Fig. 1: drive-strength map
The bar under the picture is 20 um long.
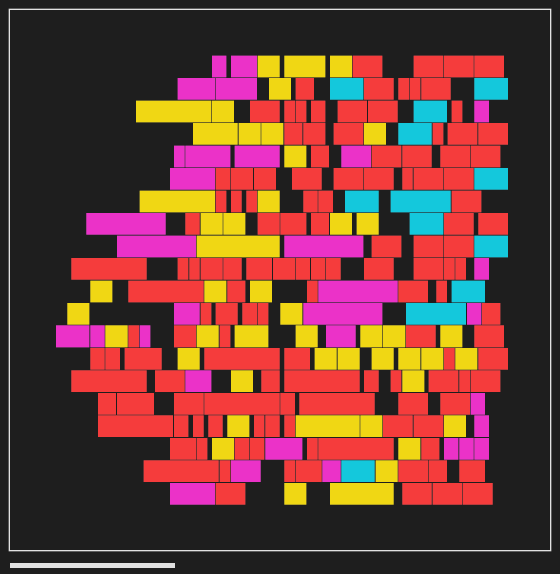
Fig. 2: metal 2
The bar under the picture is 20 um long. Cells faint in the background.
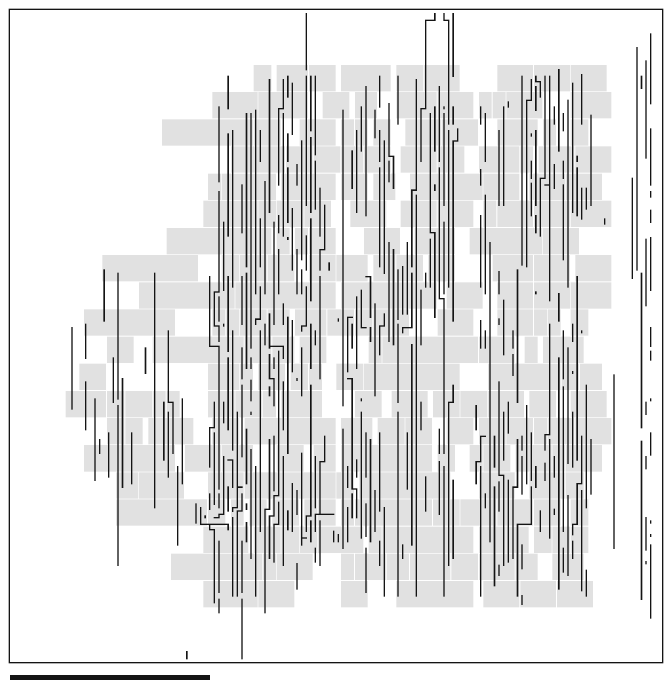
$ cat src/rtl/mac_tx_arbiter.sv
// rtl/mac_tx_arbiter.sv - frame-level arbiter sharing one MAC TX byte stream among several sources
//
// Purpose:
//   Grants one requesting source per frame and holds that grant until the
//   frame's last byte is accepted by the MAC. The granted source's stream is
//   passed straight through with no added latency. After every frame a
//   programmable idle gap is forced before the next arbitration.
//
// Build option:
//   MAC_TX_ARB_STRICT_PRIO_EN  defined     -> lowest-index requester always wins
//                              not defined -> round-robin starting at rr_ptr
//
// Parameters:
//   NUM_SRC     number of requesters, 1..8
//   IFG_CYCLES  idle cycles forced after each frame's last handshake, 0..255
//
// Ports:
//   logic_clk       in   1          clock
//   logic_rst       in   1          asynchronous active-low reset
//   src_tdata_in    in   NUM_SRC*8  per-source byte, source i on [8i+7:8i]
//   src_tvalid_in   in   NUM_SRC    per-source valid
//   src_tready_out  out  NUM_SRC    per-source ready, only the granted bit can be 1
//   src_tlast_in    in   NUM_SRC    per-source last byte of frame
//   mac_tdata_out   out  8          muxed byte to MAC TX
//   mac_tvalid_out  out  1          muxed valid
//   mac_tready_in   in   1          MAC TX ready
//   mac_tlast_out   out  1          muxed last
//   grant_out       out  NUM_SRC    registered one-hot grant, 0 when no grant
//   busy_out        out  1          1 while a frame or its idle gap is in progress

module mac_tx_arbiter #(
  parameter int NUM_SRC    = 3,
  parameter int IFG_CYCLES = 12
) (
  input  logic                   logic_clk,
  input  logic                   logic_rst,
  input  logic [NUM_SRC*8-1:0]   src_tdata_in,
  input  logic [NUM_SRC-1:0]     src_tvalid_in,
  output logic [NUM_SRC-1:0]     src_tready_out,
  input  logic [NUM_SRC-1:0]     src_tlast_in,
  output logic [7:0]             mac_tdata_out,
  output logic                   mac_tvalid_out,
  input  logic                   mac_tready_in,
  output logic                   mac_tlast_out,
  output logic [NUM_SRC-1:0]     grant_out,
  output logic                   busy_out
);

  localparam int IW = (NUM_SRC > 1) ? $clog2(NUM_SRC) : 1;

  // Value loaded into the gap counter on the last handshake; the GAP state
  // then lasts exactly IFG_CYCLES cycles (counting down to and including 0).
  localparam logic [7:0] GAP_LOAD = (IFG_CYCLES > 0) ? 8'(IFG_CYCLES - 1) : 8'd0;

  typedef enum logic [1:0] {
    S_IDLE = 2'd0,
    S_XFER = 2'd1,
    S_GAP  = 2'd2
  } state_t;

  state_t             r_state;
  state_t             w_state_nxt;
  logic [NUM_SRC-1:0] r_grant;
  logic [NUM_SRC-1:0] w_grant_nxt;
  logic [IW-1:0]      r_rr_ptr;
  logic [IW-1:0]      w_rr_ptr_nxt;
  logic [7:0]         r_gap_cnt;
  logic [7:0]         w_gap_cnt_nxt;

  logic               w_any_req;
  logic               w_found;
  logic [IW-1:0]      w_winner;
  int                 w_scan;
  logic               w_last_hs;
  logic [7:0]         w_data_mux;

  assign w_any_req = |src_tvalid_in;

  // Winner selection. The scan visits every source once; the first
  // requesting source encountered wins.
  always_comb begin
    w_winner = '0;
    w_found  = 1'b0;
    w_scan   = 0;
    for (int k = 0; k < NUM_SRC; k++) begin
`ifdef MAC_TX_ARB_STRICT_PRIO_EN
      w_scan = k;
`else
      w_scan = int'(r_rr_ptr) + k;
      if (w_scan >= NUM_SRC) begin
        w_scan = w_scan - NUM_SRC;
      end
`endif
      if (!w_found && src_tvalid_in[w_scan[IW-1:0]]) begin
        w_found  = 1'b1;
        w_winner = w_scan[IW-1:0];
      end
    end
  end

  // The grant register is one-hot and only non-zero in XFER, so masking
  // with it both selects the source and forces all outputs to 0 elsewhere.
  assign w_last_hs = mac_tready_in & (|(src_tvalid_in & src_tlast_in & r_grant));

  always_comb begin
    w_data_mux = 8'd0;
    for (int i = 0; i < NUM_SRC; i++) begin
      if (r_grant[i]) begin
        w_data_mux = w_data_mux | src_tdata_in[i*8 +: 8];
      end
    end
  end

  assign mac_tdata_out  = w_data_mux;
  assign mac_tvalid_out = |(src_tvalid_in & r_grant);
  assign mac_tlast_out  = |(src_tlast_in & r_grant);
  assign src_tready_out = r_grant & {NUM_SRC{mac_tready_in}};
  assign grant_out      = r_grant;
  assign busy_out       = (r_state != S_IDLE);

  // Next-state logic
  always_comb begin
    w_state_nxt   = r_state;
    w_grant_nxt   = r_grant;
    w_rr_ptr_nxt  = r_rr_ptr;
    w_gap_cnt_nxt = r_gap_cnt;
    case (r_state)
      S_IDLE: begin
        if (w_any_req) begin
          w_state_nxt = S_XFER;
          w_grant_nxt = NUM_SRC'(1) << w_winner;
`ifdef MAC_TX_ARB_STRICT_PRIO_EN
          w_rr_ptr_nxt = '0;
`else
          if (w_winner == IW'(NUM_SRC - 1)) begin
            w_rr_ptr_nxt = '0;
          end else begin
            w_rr_ptr_nxt = w_winner + 1'b1;
          end
`endif
        end
      end
      S_XFER: begin
        // A source dropping valid mid-frame just stalls; only the last
        // handshake releases the grant.
        if (w_last_hs) begin
          w_grant_nxt = '0;
          if (IFG_CYCLES > 0) begin
            w_state_nxt   = S_GAP;
            w_gap_cnt_nxt = GAP_LOAD;
          end else begin
            w_state_nxt = S_IDLE;
          end
        end
      end
      S_GAP: begin
        if (r_gap_cnt == 8'd0) begin
          w_state_nxt = S_IDLE;
        end else begin
          w_gap_cnt_nxt = r_gap_cnt - 8'd1;
        end
      end
      default: begin
        w_state_nxt = S_IDLE;
        w_grant_nxt = '0;
      end
    endcase
  end

  always_ff @(posedge logic_clk or negedge logic_rst) begin
    if (!logic_rst) begin
      r_state   <= S_IDLE;
      r_grant   <= '0;
      r_rr_ptr  <= '0;
      r_gap_cnt <= 8'd0;
    end else begin
      r_state   <= w_state_nxt;
      r_grant   <= w_grant_nxt;
      r_rr_ptr  <= w_rr_ptr_nxt;
      r_gap_cnt <= w_gap_cnt_nxt;
    end
  end

endmodule
$ cat config.mk
export PLATFORM = sky130hd
export DESIGN_NAME = mac_tx_arbiter
export DESIGN_NICKNAME = d
export VERILOG_FILES = /design/src/rtl/mac_tx_arbiter.sv
export SDC_FILE = /design/constraint.sdc
export NUM_CORES = 1
export LEC_CHECK = 0
export CAP_MARGIN = 10
export CORE_MARGIN = 5
export CORE_UTILIZATION = 38
export DETAILED_ROUTE_END_ITERATION = 8
export PLACE_DENSITY = 0.76
export SLEW_MARGIN = 10
export SYNTH_ARGS = -nofsm -noshare
export SYNTH_HDL_FRONTEND = slang
export SYNTH_SLANG_ARGS = --single-unit
export TNS_END_PERCENT = 30
$ cat constraint.sdc
create_clock -name logic_clk -period 1.6 [get_ports logic_clk]
set_input_delay 0.32 -clock logic_clk [delete_from_list [all_inputs] [get_ports logic_clk]]
set_output_delay 0.32 -clock logic_clk [all_outputs]
set_load 0.02 [all_outputs]
==> commit_impl_results.txt <==
Add synthesis and place-and-route results

* Average size of a mapped cell: roughly 8.6 um^2
- In the layout the commonest cells are 37 x sky130_fd_sc_hd__buf_4, 32 x sky130_fd_sc_hd__clkdlybuf4s50_1, 19 x sky130_fd_sc_hd__inv_1.
- Master cell of the clock root buffer: sky130_fd_sc_hd__clkbuf_4
- Violation count after the first detailed-route iteration: 120
* IO buf count: 49
- Most used logic cell in the final layout: sky130_fd_sc_hd__buf_4
- Wire length of the first global-routing pass: 6.575 mm
* Slack of the worst reg-to-reg path: -0.21 ns
- Synthesis produced 135 cells.
* Slew Limit Fails: 0
- Area of the core region: 0.003003 mm^2
- Final setup slack of the worst path: -0.2426 ns
- The floorplan report gives the top-level pin count as approximately 50.
* Seq cells post-synth: 15
- Compared with the post-synthesis result, the final layout area differs by 83.75%.
* Failing checks: negative setup slack
- The via count of the first global-routing pass is 1431.
- Vias after detailed routing: 1439
- The critical path ends at mac_tdata_out[3].
- Per the OpenROAD power report, leakage power amounts to about 1.0 nW.
- Final setup violation count: 21
* Worst EP required: 1.28 ns
* Summed standard-cell area reported by yosys: 0.001162 mm^2
* Number of clock sinks seen by CTS: 15
* Clock buffers created by TritonCTS: 3
- Cell taking the most area after synthesis: sky130_fd_sc_hd__dfrtp_1
* Main flop type after synthesis: sky130_fd_sc_hd__dfrtp_1
* Startpoint-to-endpoint class of the critical path: reg -> out
* Final ANT Viol Nets: 0
* Least-Margin Pin Slew: 0.3827 ns
- Per the power-grid run, VDD falls by no more than 0.6351 mV.
- In this run the worst hold path is classified as in -> async.
- The flow ran to the end, but the final reports show violations.
- Total Neg Setup Slack: -2.848 ns
- Setup repair after global routing could not meet its margin everywhere.
* Total gr overflow: 0
* Top-area cell type share of the netlist area: 0.3229
* Post-synth net total: 174
- Per the placement report, the placed cell count is 240.
- Min Tclk post-route: 1.843 ns
- Setup Fix Bufs, Post-CTS: 9
About Fig. 1:
size	color	cells	share
drive 3 to 4	yellow	48	22%
drive 2	magenta	32	14%
drive 6 and up	cyan	12	5.4%
drive 1 or less	red	131	59%

About Fig. 2:
longest straight run	40.1 um
share of all routed wire	51%
wire length on this layer	2190 um
nets with wire on the layer	236

[power by group]
group | total [W] | switching, W | internal (W)
Combinational | 0.00265 | 0.00127 | 0.00138
Clock | 0.000213 | 0.000120 | 0.0000928
Sequential | 0.000724 | 0.000190 | 0.000535
Total | 0.00359 | 0.00158 | 0.00201
[area by class of cell]
cell class / count / area (um^2) / area share
repair buffers: 91 / 804.5 / 0.3767
multi-input cells: 92 / 802.0 / 0.3755
flip-flops and latches: 15 / 381.6 / 0.1787
inverters: 21 / 78.83 / 0.03691
well taps: 33 / 41.29 / 0.01933
clock buffers: 3 / 22.52 / 0.01054
clock inverters: 1 / 5.005 / 0.002343
[state kept, by name, indices dropped and copies added, names as in the netlist]
| signal | cells |
|---|---|
| r_gap_cnt | 8 |
| r_rr_ptr | 2 |
| grant_out | 3 |
| r_state | 2 |
[critical path: stages, from the launching register on]
cell and delay, ns:
sky130_fd_sc_hd__dfrtp_2 0.46, sky130_fd_sc_hd__buf_6 0.14, sky130_fd_sc_hd__a222oi_1 0.39, sky130_fd_sc_hd__inv_1 0.10, sky130_fd_sc_hd__buf_6 0.15
[cells by family (layout without fill, tap and decap cells)]
family / Yosys count / in the layout / share of synthesized area
DFF: 15 / 15 / 0.3229
adders and majority gates: 6 / 6 / 0.06458
xor gates and xnor gates: 3 / 3 / 0.02261
and+or+nand+nor: 44 / 44 / 0.2325
muxes: 3 / 3 / 0.02799
AOI/OAI and AO/OA: 36 / 36 / 0.2368
buffers and inverters: 28 / 116 / 0.09258
[layer usage]
layer  vias up  GRT usage  share of wire
met5         -          0              0
met4         0    0.04145          0.024
met3        10    0.05128          0.090
met2        83     0.3818           0.51
met1       670     0.2074           0.38
li1        676          -              -
No activity file was given, so power comes from the tool's default toggle rates.
